### src/rtl/add.sv
// Registered WIDTH-bit adder for the datapath address/PC path.
// The carries come from 4-bit carry-lookahead groups. A lookahead stage
// over the group generate/propagate pairs links the groups. The sum and the
// carry, overflow and zero flags are registered behind a valid strobe.
module add #(
   parameter int WIDTH = 32
) (
   input  logic             clk,
   input  logic             rst,
   input  logic             in_valid,
   input  logic [WIDTH-1:0] Add_a,
   input  logic [WIDTH-1:0] Add_b,
   output logic [WIDTH-1:0] Add_c,
   output logic             carry_out,
   output logic             overflow,
   output logic             zero,
   output logic             out_valid
);

   localparam int NG = WIDTH / 4;

   // Carry into each bit of a 4-bit group, given the group's carry-in.
   function automatic logic [3:0] cla4_carry(input logic [3:0] g,
                                             input logic [3:0] p,
                                             input logic       cin);
      logic [3:0] c;
      c[0] = cin;
      c[1] = g[0] | (p[0] & cin);
      c[2] = g[1] | (p[1] & g[0]) | (p[1] & p[0] & cin);
      c[3] = g[2] | (p[2] & g[1]) | (p[2] & p[1] & g[0]) |
             (p[2] & p[1] & p[0] & cin);
      return c;
   endfunction

   // Group generate (bit 1) and group propagate (bit 0) of a 4-bit group.
   function automatic logic [1:0] cla4_gp(input logic [3:0] g,
                                          input logic [3:0] p);
      logic grp_g;
      logic grp_p;
      grp_g = g[3] | (p[3] & g[2]) | (p[3] & p[2] & g[1]) |
              (p[3] & p[2] & p[1] & g[0]);
      grp_p = &p;
      return {grp_g, grp_p};
   endfunction

   logic [WIDTH-1:0] g_s;
   logic [WIDTH-1:0] p_s;
   logic [NG-1:0]    grp_g_s;
   logic [NG-1:0]    grp_p_s;
   logic [NG:0]      grp_c_s;
   logic [WIDTH-1:0] c_s;

   logic [WIDTH-1:0] sum_d;
   logic             carry_d;
   logic             overflow_d;
   logic             zero_d;

   logic [WIDTH-1:0] sum_q;
   logic             carry_q;
   logic             overflow_q;
   logic             zero_q;
   logic             valid_q;

   // Per-bit generate and propagate terms.
   always_comb begin
      g_s = Add_a & Add_b;
      p_s = Add_a ^ Add_b;
   end

   // Collapse each 4-bit slice into a group generate/propagate pair.
   always_comb begin
      grp_g_s = {NG{1'b0}};
      grp_p_s = {NG{1'b0}};
      for (int k = 0; k < NG; k++) begin
         {grp_g_s[k], grp_p_s[k]} = cla4_gp(g_s[4*k +: 4], p_s[4*k +: 4]);
      end
   end

   // Group-level lookahead. Each group carry is the OR of every lower group
   // generate propagated through all groups above it. The adder carry-in is 0.
   always_comb begin
      logic term;
      term    = 1'b0;
      grp_c_s = {(NG+1){1'b0}};
      for (int k = 0; k < NG; k++) begin
         for (int j = 0; j <= k; j++) begin
            term = grp_g_s[j];
            for (int m = j + 1; m <= k; m++) begin
               term = term & grp_p_s[m];
            end
            grp_c_s[k+1] = grp_c_s[k+1] | term;
         end
      end
   end

   // Expand each group carry-in into the carries for its four bits.
   always_comb begin
      c_s = {WIDTH{1'b0}};
      for (int k = 0; k < NG; k++) begin
         c_s[4*k +: 4] = cla4_carry(g_s[4*k +: 4], p_s[4*k +: 4], grp_c_s[k]);
      end
   end

   // Sum bits and flags presented to the output registers.
   always_comb begin
      sum_d      = p_s ^ c_s;
      carry_d    = grp_c_s[NG];
      overflow_d = (Add_a[WIDTH-1] ~^ Add_b[WIDTH-1]) &
                   (sum_d[WIDTH-1] ^ Add_a[WIDTH-1]);
      zero_d     = ~|sum_d;
   end

   // Output registers. A valid strobe loads the result. Without the strobe the
   // result holds and only the valid flag drops. Reset wins over the strobe.
   always_ff @(posedge clk) begin
      if (rst) begin
         sum_q      <= {WIDTH{1'b0}};
         carry_q    <= 1'b0;
         overflow_q <= 1'b0;
         zero_q     <= 1'b1;
         valid_q    <= 1'b0;
      end else begin
         valid_q <= in_valid;
         if (in_valid) begin
            sum_q      <= sum_d;
            carry_q    <= carry_d;
            overflow_q <= overflow_d;
            zero_q     <= zero_d;
         end else begin
            sum_q      <= sum_q;
            carry_q    <= carry_q;
            overflow_q <= overflow_q;
            zero_q     <= zero_q;
         end
      end
   end

   assign Add_c     = sum_q;
   assign carry_out = carry_q;
   assign overflow  = overflow_q;
   assign zero      = zero_q;
   assign out_valid = valid_q;

endmodule

### config.mk
export PLATFORM = sky130hd
export DESIGN_NAME = add
export DESIGN_NICKNAME = d
export VERILOG_FILES = /design/src/rtl/add.sv
export SDC_FILE = /design/constraint.sdc
export NUM_CORES = 1
export LEC_CHECK = 0
export CELL_PAD_IN_SITES_DETAIL_PLACEMENT = 1
export CELL_PAD_IN_SITES_GLOBAL_PLACEMENT = 2
export CORE_AREA = 2 2 112 114
export CTS_CLUSTER_SIZE = 10
export DETAILED_ROUTE_END_ITERATION = 8
export DIE_AREA = 0 0 114 116
export HOLD_SLACK_MARGIN = 0.12
export PLACE_DENSITY_LB_ADDON = 0.1
export REMOVE_ABC_BUFFERS = 1
export SYNTH_ARGS = -nofsm -noshare
export SYNTH_HDL_FRONTEND = slang
export SYNTH_SLANG_ARGS = --single-unit
### constraint.sdc
create_clock -name clk -period 4 [get_ports clk]
set_input_delay 0.8 -clock clk [delete_from_list [all_inputs] [get_ports clk]]
set_output_delay 0.8 -clock clk [all_outputs]
set_load 0.05 [all_outputs]
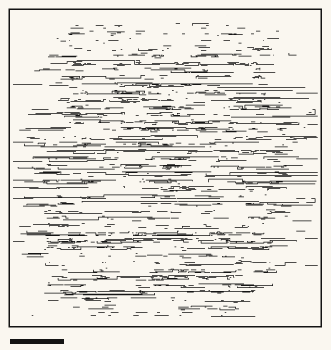
*Signal wires on met1, run 1*
Bar = 20 um.
main direction: horizontal
share of all routed wire: 46%
wire length on this layer: 4,870 um
longest straight run: 40.9 um
nets with wire on the layer: 563

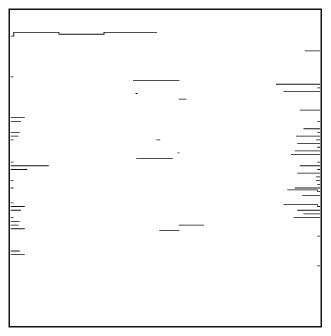
*Met3 routing, run 1*
wire length on this layer: 343 um
main direction: horizontal
nets with wire on the layer: 53
longest straight run: 19.3 um
Vias: 2,983
final wirelength: 10,500 um
M3 GR Usage: 2.51%

==> flow_metrics.env, run 1 <==
# flow metrics
export IMPL_overflow=0
export IMPL_nets=608
export IMPL_ys_area_um2=2720
export IMPL_fmax_mhz=249
export IMPL_critPathMaxStageDelay_ns=0.35
export IMPL_tool_warnings=26
export IMPL_bufAreaShareNonClock_pct=32.6
export IMPL_instances_no_fill=649
export IMPL_routabilityCongestion=0.801
export IMPL_dr_wl_met3_um=343
export IMPL_critPathLaunch="Add_b[19]"
export IMPL_worstPathRequired_ns=4.22
export IMPL_synth_flop_count=36
export IMPL_drive_above_1_share_pct=37.5
export IMPL_fin_util_pct=42.4
export IMPL_met1_length_um=4870
export IMPL_clk_latency_ns=0.28
export IMPL_largest_reg_flops=32
export IMPL_drt_first_pass_iters=4
export IMPL_num_antenna_cells=0
export IMPL_ys_sh_adder_pct=20.6
export IMPL_setup_tns_ns=-0.0128
export IMPL_postCtsHoldBufs=0
export IMPL_final_cell_mix="buf_4 (99), clkdlybuf4s50_1 (52), nor2_1 (43)"
export IMPL_ff_count=36
export IMPL_synth_cells=299
export IMPL_initial_core_util_pct=22.8
export IMPL_reg2reg_slack_ns=3.22
export IMPL_p_clk_mw=0.397
export IMPL_setup_viol=1
export IMPL_io_pins=103
export IMPL_seq_power_share_pct=25.5
export IMPL_slowest_stage="nor4_2"
export IMPL_start_kind="primary input"
export IMPL_clock_sink_count=36
export IMPL_power_frac_comb_pct=50.2
export IMPL_comb_share_pct=46.3
export IMPL_power_mw=1.64
export IMPL_top_cell_area_share_pct=26.5
export IMPL_slew_headroom_pct=57.5
export IMPL_drc=0
export IMPL_cp_end_kind="register"
export IMPL_chipArea_um2=13200
export IMPL_whs_ns=0.484
export IMPL_postRouteAntennaNets=0
export IMPL_tightestPinTransition_ns=0.638
export IMPL_arrival_ns=4.24
export IMPL_hold_end="carry_out"
export IMPL_root_buffer="clkbuf_16"
export IMPL_cts_buffer_depth=2
export IMPL_clkPwrFrac_pct=24.3
export IMPL_synthXorXnorAreaFrac_pct=7.40
export IMPL_power_internal_mw=1.02
export IMPL_place_area_um2=4450
export IMPL_cts_tree="done"
export IMPL_path_cells="dlygate4sd2_1 -> ha_1 -> a21o_1 -> a21oi_4 -> buf_6 -> o211ai_1 -> buf_4 -> buf_4 -> buf_4 -> buf_4 -> buf_4 -> buf_4 -> buf_4 -> buf_4 -> buf_4 -> buf_6 -> a31oi_4 -> o41ai_4 -> xor2_2 -> nor4_2 -> nand4_1 -> o21ai_1"
export IMPL_status="finished with violations"
export IMPL_nWellTaps=147
export IMPL_antenna_found_initial=0
export IMPL_portBuffers=102
export IMPL_hold_depth=2
export IMPL_ir_drop_uv=151
export IMPL_largest_cell_class="multi-input combinational cells"
export IMPL_crit_path_end="zero"
export IMPL_synth_top_cell_by_count="nor2_1"
export IMPL_rr_worst_depth=3
export IMPL_ff_type="dfxtp_1"
export IMPL_powerSeq_mw=0.418
export IMPL_power_leader="combinational logic"
export IMPL_numCtsBuffers=5
export IMPL_hold_viol=0
export IMPL_lay_top_count="buf_4"
export IMPL_r2r_start="Add_c[19]"
export IMPL_grt_pass1_wl_um=16500
export IMPL_ys_sh_simple_pct=16.6
export IMPL_ys_sh_aoi_pct=19.0
export IMPL_ctsResizeCount=179
export IMPL_syn_area_per_cell_um2=9.10
export IMPL_holdCritStartpoint="carry_out"
export IMPL_common_cells="nor2_1 (45), dfxtp_1 (36), ha_1 (32), mux2i_1 (21), xnor2_1 (17)"
export IMPL_routed_top_layer="met4"
export IMPL_cts_setup_buffers=24
export IMPL_crit_buf_inv=12
export IMPL_mux_share_pct=7.72
export IMPL_via_per_inst=4.60
export IMPL_timing_critical_path_mode_cell="buf_4"
export IMPL_core_area_um2=11900
export IMPL_fillers=1368
export IMPL_yosysCellCount=299
export IMPL_grt_busiest_layer="met2"
export IMPL_n_clock_buffer=5
export IMPL_async_reset_ff_share_pct=0
export IMPL_dr_first_iter_drc_count=56
export IMPL_comb_area_um2=2340
export IMPL_finClkSkew_ns=0
export IMPL_clk_share_pct=2.85
export IMPL_logic_family="adder cells"
export IMPL_powerComb_mw=0.821
export IMPL_die_x_um=114
export IMPL_n_all_inverters=5
export IMPL_swShare_pct=37.5
export IMPL_yosysTopAreaCell="dfxtp_1"
export IMPL_area_growth_pct=85.8
export IMPL_logic_gates=248
export IMPL_clk_pin_slew_worst_paths_ns=0.06
export IMPL_grt_max_degree=45
export IMPL_sh_seq_area_pct=14.3
export IMPL_gr_usage_met1_pct=20.1
export IMPL_synthesis_area_um2=2720
export IMPL_ff_latch_area_um2=721
export IMPL_violations="negative setup slack"
export IMPL_rsz0062_at_grt="yes"
export IMPL_die_y_um=116
export IMPL_dp_cells=613
export IMPL_synthTopCellsByArea="dfxtp_1 (26%), ha_1 (15%), mux2i_1 (7.7%)"
export IMPL_ys_seq_share_pct=26.5
export IMPL_worstSetupPathType="primary input to register"
export IMPL_finalMaxSlewViolations=0
export IMPL_edf_count=0
export IMPL_power_density_nw_per_um2=324
export IMPL_grt_pass1_vias=3258
export IMPL_p_leak_nw=2.20
export IMPL_hpwl_um=7860
export IMPL_hp_class="register to register"
export IMPL_design_area_um2=5060
export IMPL_crit_fanout=2
export IMPL_reg2reg_to="Add_c[19]"
export IMPL_buffers=205
export IMPL_cap_violations=0
export IMPL_crit_family="buffers and inverters"
export IMPL_setup_ws_ns=-0.0128
export IMPL_yosysWarnings=0
export IMPL_power_switching_mw=0.614
export IMPL_pre_cts_slack_ns=-0.946
export IMPL_cts_max_level=2
export IMPL_finalCriticalPeriod_ns=4.01
export IMPL_rows=40
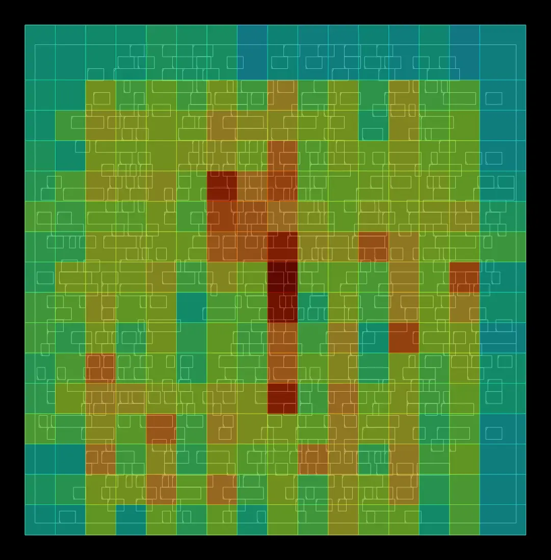
*Routing congestion map, run 1*
met2 Usage GRT: 28.5%
Avg WL per Cell: 16.2 um
Tot GR Track Use: 15.9%

==> inputs of run 2 (changes only) <==
- CAP_MARGIN: unset -> 20
- MAX_ROUTING_LAYER: unset -> met4
==> flow_metrics.env, run 2 <==
# flow metrics
export IMPL_synth_cells=299
export IMPL_drc=0
export IMPL_tool_warnings=26
export IMPL_crit_family="buffers and inverters"
export IMPL_comb_area_um2=2340
export IMPL_top_cell_area_share_pct=26.5
export IMPL_worstSetupPathType="primary input to register"
export IMPL_violations="negative setup slack"
export IMPL_async_reset_ff_share_pct=0
export IMPL_critPathLaunch="Add_b[19]"
export IMPL_cts_setup_buffers=24
export IMPL_hpwl_um=7860
export IMPL_routed_top_layer="met4"
export IMPL_nWellTaps=147
export IMPL_core_area_um2=11900
export IMPL_portBuffers=102
export IMPL_via_per_inst=4.63
export IMPL_syn_area_per_cell_um2=9.10
export IMPL_hold_depth=2
export IMPL_clk_share_pct=2.85
export IMPL_area_growth_pct=85.8
export IMPL_design_area_um2=5060
export IMPL_hold_end="carry_out"
export IMPL_ff_latch_area_um2=721
export IMPL_start_kind="primary input"
export IMPL_seq_power_share_pct=25.6
export IMPL_synth_top_cell_by_count="nor2_1"
export IMPL_cts_buffer_depth=2
export IMPL_cts_tree="done"
export IMPL_n_clock_buffer=5
export IMPL_ir_drop_uv=151
export IMPL_postCtsHoldBufs=0
export IMPL_whs_ns=0.484
export IMPL_tightestPinTransition_ns=0.636
export IMPL_common_cells="nor2_1 (45), dfxtp_1 (36), ha_1 (32), mux2i_1 (21), xnor2_1 (17)"
export IMPL_fmax_mhz=249
export IMPL_critPathMaxStageDelay_ns=0.35
export IMPL_status="finished with violations"
export IMPL_wl_per_cell_um=16.1
export IMPL_comb_share_pct=46.3
export IMPL_swShare_pct=37.4
export IMPL_instances_no_fill=649
export IMPL_antenna_found_initial=0
export IMPL_pre_cts_slack_ns=-0.946
export IMPL_reg2reg_to="Add_c[19]"
export IMPL_ff_type="dfxtp_1"
export IMPL_clkPwrFrac_pct=24.1
export IMPL_die_x_um=114
export IMPL_place_area_um2=4450
export IMPL_ys_sh_aoi_pct=19.0
export IMPL_yosysWarnings=0
export IMPL_reg2reg_slack_ns=3.22
export IMPL_power_switching_mw=0.611
export IMPL_fin_util_pct=42.4
export IMPL_io_pins=103
export IMPL_slowest_stage="nor4_2"
export IMPL_p_clk_mw=0.394
export IMPL_sh_seq_area_pct=14.3
export IMPL_mux_share_pct=7.72
export IMPL_setup_viol=1
export IMPL_power_density_nw_per_um2=323
export IMPL_synth_flop_count=36
export IMPL_lay_top_count="buf_4"
export IMPL_overflow=0
export IMPL_cap_violations=0
export IMPL_met1_length_um=4860
export IMPL_p_leak_nw=2.20
export IMPL_finClkSkew_ns=0
export IMPL_worstPathRequired_ns=4.22
export IMPL_edf_count=0
export IMPL_crit_buf_inv=12
export IMPL_clk_pin_slew_worst_paths_ns=0.06
export IMPL_rsz0062_at_grt="yes"
export IMPL_initial_core_util_pct=22.8
export IMPL_largest_cell_class="multi-input combinational cells"
export IMPL_finalCriticalPeriod_ns=4.02
export IMPL_power_leader="combinational logic"
export IMPL_setup_ws_ns=-0.0158
export IMPL_holdCritStartpoint="carry_out"
export IMPL_rows=40
export IMPL_dr_wl_met3_um=332
export IMPL_grt_usage_pct=16.4
export IMPL_power_frac_comb_pct=50.3
export IMPL_yosysTopAreaCell="dfxtp_1"
export IMPL_chipArea_um2=13200
export IMPL_yosysCellCount=299
export IMPL_largest_reg_flops=32
export IMPL_powerSeq_mw=0.418
export IMPL_postRouteAntennaNets=0
export IMPL_bufAreaShareNonClock_pct=32.6
export IMPL_ctsResizeCount=179
export IMPL_die_y_um=116
export IMPL_ys_sh_adder_pct=20.6
export IMPL_crit_fanout=2
export IMPL_final_cell_mix="buf_4 (99), clkdlybuf4s50_1 (52), nor2_1 (43)"
export IMPL_setup_tns_ns=-0.0158
export IMPL_nets=608
export IMPL_cts_max_level=2
export IMPL_synthesis_area_um2=2720
export IMPL_buffers=205
export IMPL_timing_critical_path_mode_cell="buf_4"
export IMPL_clk_latency_ns=0.28
export IMPL_grtUsageMet2_pct=28.5
export IMPL_path_cells="dlygate4sd2_1 -> ha_1 -> a21o_1 -> a21oi_4 -> buf_6 -> o211ai_1 -> buf_4 -> buf_4 -> buf_4 -> buf_4 -> buf_4 -> buf_4 -> buf_4 -> buf_4 -> buf_4 -> buf_6 -> a31oi_4 -> o41ai_4 -> xor2_2 -> nor4_2 -> nand4_1 -> o21ai_1"
export IMPL_powerComb_mw=0.822
export IMPL_slew_headroom_pct=57.6
export IMPL_ys_area_um2=2720
export IMPL_power_internal_mw=1.02
export IMPL_hold_viol=0
export IMPL_drt_first_pass_iters=4
export IMPL_finalMaxSlewViolations=0
export IMPL_logic_family="adder cells"
export IMPL_power_mw=1.63
export IMPL_grt_pass1_wl_um=16500
export IMPL_dr_first_iter_drc_count=61
export IMPL_rr_worst_depth=3
export IMPL_arrival_ns=4.24
export IMPL_routabilityCongestion=0.813
export IMPL_num_antenna_cells=0
export IMPL_synthXorXnorAreaFrac_pct=7.40
export IMPL_ys_sh_simple_pct=16.6
export IMPL_r2r_start="Add_c[19]"
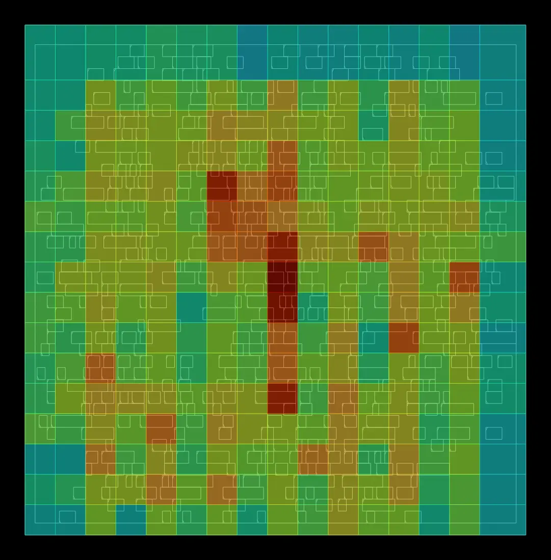
*Routing congestion map, run 2*
met1 Use GR: 20.2%
gr busiest metal: met2

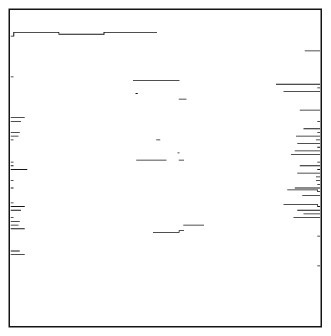
*Met3 routing, run 2*
share of all routed wire: 3.2%
longest straight run: 19.3 um
nets with wire on the layer: 53
wire length on this layer: 333 um
main direction: horizontal
M3 GR Usage: 2.41%
Vias: 3,006
final wirelength: 10,500 um

==> inputs of run 3 (changes only) <==
- CORE_AREA: 2 2 112 114 -> 2 2 95 134
- DIE_AREA: 0 0 114 116 -> 0 0 97 136
==> flow_metrics.env, run 3 <==
# flow metrics
export IMPL_lay_top_count="buf_4"
export IMPL_crit_fanout=2
export IMPL_crit_buf_inv=1
export IMPL_synth_top_cell_by_count="nor2_1"
export IMPL_timing_critical_path_mode_cell="nor4_2"
export IMPL_setup_ws_ns=0.204
export IMPL_largest_reg_flops=32
export IMPL_mux_share_pct=7.72
export IMPL_power_density_nw_per_um2=323
export IMPL_top_cell_area_share_pct=26.5
export IMPL_clk_share_pct=2.96
export IMPL_hold_end="Add_c[13]"
export IMPL_grt_busiest_layer="met2"
export IMPL_common_cells="nor2_1 (45), dfxtp_1 (36), ha_1 (32), mux2i_1 (21), xnor2_1 (17)"
export IMPL_met1_length_um=4220
export IMPL_hpwl_um=7800
export IMPL_wl_per_cell_um=15.6
export IMPL_synthesis_area_um2=2720
export IMPL_power_leader="combinational logic"
export IMPL_synthTopCellsByArea="dfxtp_1 (26%), ha_1 (15%), mux2i_1 (7.7%)"
export IMPL_rr_worst_depth=3
export IMPL_design_area_um2=4950
export IMPL_initial_core_util_pct=22.5
export IMPL_fin_util_pct=41.0
export IMPL_status="complete, no violations"
export IMPL_gr_usage_met1_pct=18.0
export IMPL_die_y_um=136
export IMPL_setup_viol=0
export IMPL_n_clock_buffer=8
export IMPL_finalMaxSlewViolations=0
export IMPL_logic_family="adder cells"
export IMPL_final_cell_mix="buf_4 (92), clkdlybuf4s50_1 (53), nor2_1 (44)"
export IMPL_n_all_inverters=5
export IMPL_cp_end_kind="register"
export IMPL_synthXorXnorAreaFrac_pct=7.40
export IMPL_setup_tns_ns=0
export IMPL_clkPwrFrac_pct=24.9
export IMPL_clk_latency_ns=0.28
export IMPL_io_pins=103
export IMPL_sh_seq_area_pct=14.6
export IMPL_cts_max_level=2
export IMPL_ys_seq_share_pct=26.5
export IMPL_r2r_start="Add_c[19]"
export IMPL_postCtsHoldBufs=0
export IMPL_hold_viol=0
export IMPL_postRouteAntennaNets=0
export IMPL_grt_max_degree=45
export IMPL_hold_depth=2
export IMPL_clock_sink_count=36
export IMPL_numCtsBuffers=5
export IMPL_ctsResizeCount=174
export IMPL_bufAreaShareNonClock_pct=32.3
export IMPL_seq_power_share_pct=26.2
export IMPL_p_leak_nw=2.14
export IMPL_finClkSkew_ns=0
export IMPL_ys_sh_aoi_pct=19.0
export IMPL_die_x_um=97
export IMPL_clk_pin_slew_worst_paths_ns=0.06
export IMPL_async_reset_ff_share_pct=0
export IMPL_power_frac_comb_pct=48.9
export IMPL_slew_headroom_pct=58.8
export IMPL_nWellTaps=150
export IMPL_powerComb_mw=0.781
export IMPL_worstSetupPathType="primary input to register"
export IMPL_comb_share_pct=46.0
export IMPL_critPathLaunch="Add_b[24]"
export IMPL_portBuffers=102
export IMPL_yosysTopAreaCell="dfxtp_1"
export IMPL_grt_pass1_vias=3245
export IMPL_swShare_pct=36.3
export IMPL_drt_first_pass_iters=4
export IMPL_yosysWarnings=0
export IMPL_largest_cell_class="multi-input combinational cells"
export IMPL_routabilityCongestion=0.781
export IMPL_crit_family="simple AND/OR/NAND/NOR gates"
export IMPL_p_clk_mw=0.398
export IMPL_buffers=195
export IMPL_holdCritStartpoint="Add_c[13]"
export IMPL_powerSeq_mw=0.418
export IMPL_grt_usage_pct=16.0
export IMPL_critPathMaxStageDelay_ns=0.51
export IMPL_cap_violations=0
export IMPL_grt_pass1_wl_um=16400
export IMPL_yosysCellCount=299
export IMPL_power_switching_mw=0.580
export IMPL_tightestPinTransition_ns=0.618
export IMPL_ff_latch_area_um2=721
export IMPL_ys_area_um2=2720
export IMPL_hp_class="register to register"
export IMPL_arrival_ns=4.01
export IMPL_drive_above_1_share_pct=34.6
export IMPL_ff_count=36
export IMPL_grtUsageMet2_pct=29.4
export IMPL_slowest_stage="fa_1"
export IMPL_cts_setup_buffers=20
export IMPL_finalCriticalPeriod_ns=3.80
export IMPL_power_internal_mw=1.02
export IMPL_fillers=1402
export IMPL_dr_first_iter_drc_count=56
export IMPL_pre_cts_slack_ns=-0.987
export IMPL_instances_no_fill=642
export IMPL_area_growth_pct=81.9
export IMPL_edf_count=0
export IMPL_nets=598
export IMPL_reg2reg_slack_ns=3.24
export IMPL_place_area_um2=4440
export IMPL_ir_drop_uv=161
export IMPL_power_mw=1.60
export IMPL_chipArea_um2=13200
export IMPL_cts_tree="done"
export IMPL_dp_cells=615
export IMPL_antenna_found_initial=0
export IMPL_comb_area_um2=2280
export IMPL_synth_cells=299
export IMPL_tool_warnings=26
export IMPL_synth_flop_count=36
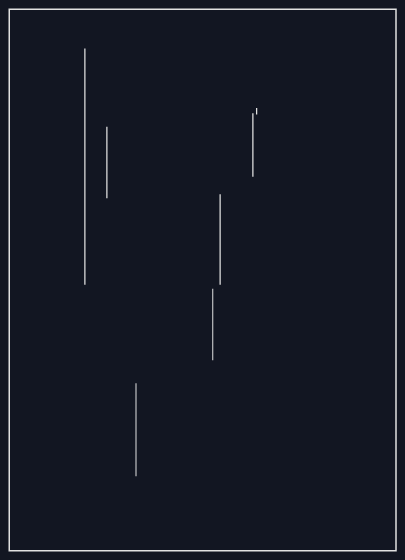
*M4 wires, run 3*
nets with wire on the layer: 5
share of all routed wire: 1.6%
wire length on this layer: 157 um
main direction: vertical
longest straight run: 59.2 um
final wirelength: 10,000 um
Vias: 2,956

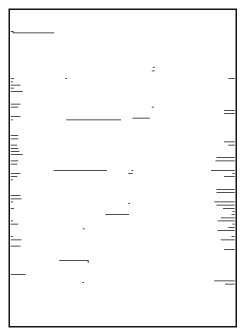
*Met3 routing, run 3*
share of all routed wire: 3.2%
wire length on this layer: 318 um
nets with wire on the layer: 63
longest straight run: 23.2 um
main direction: horizontal

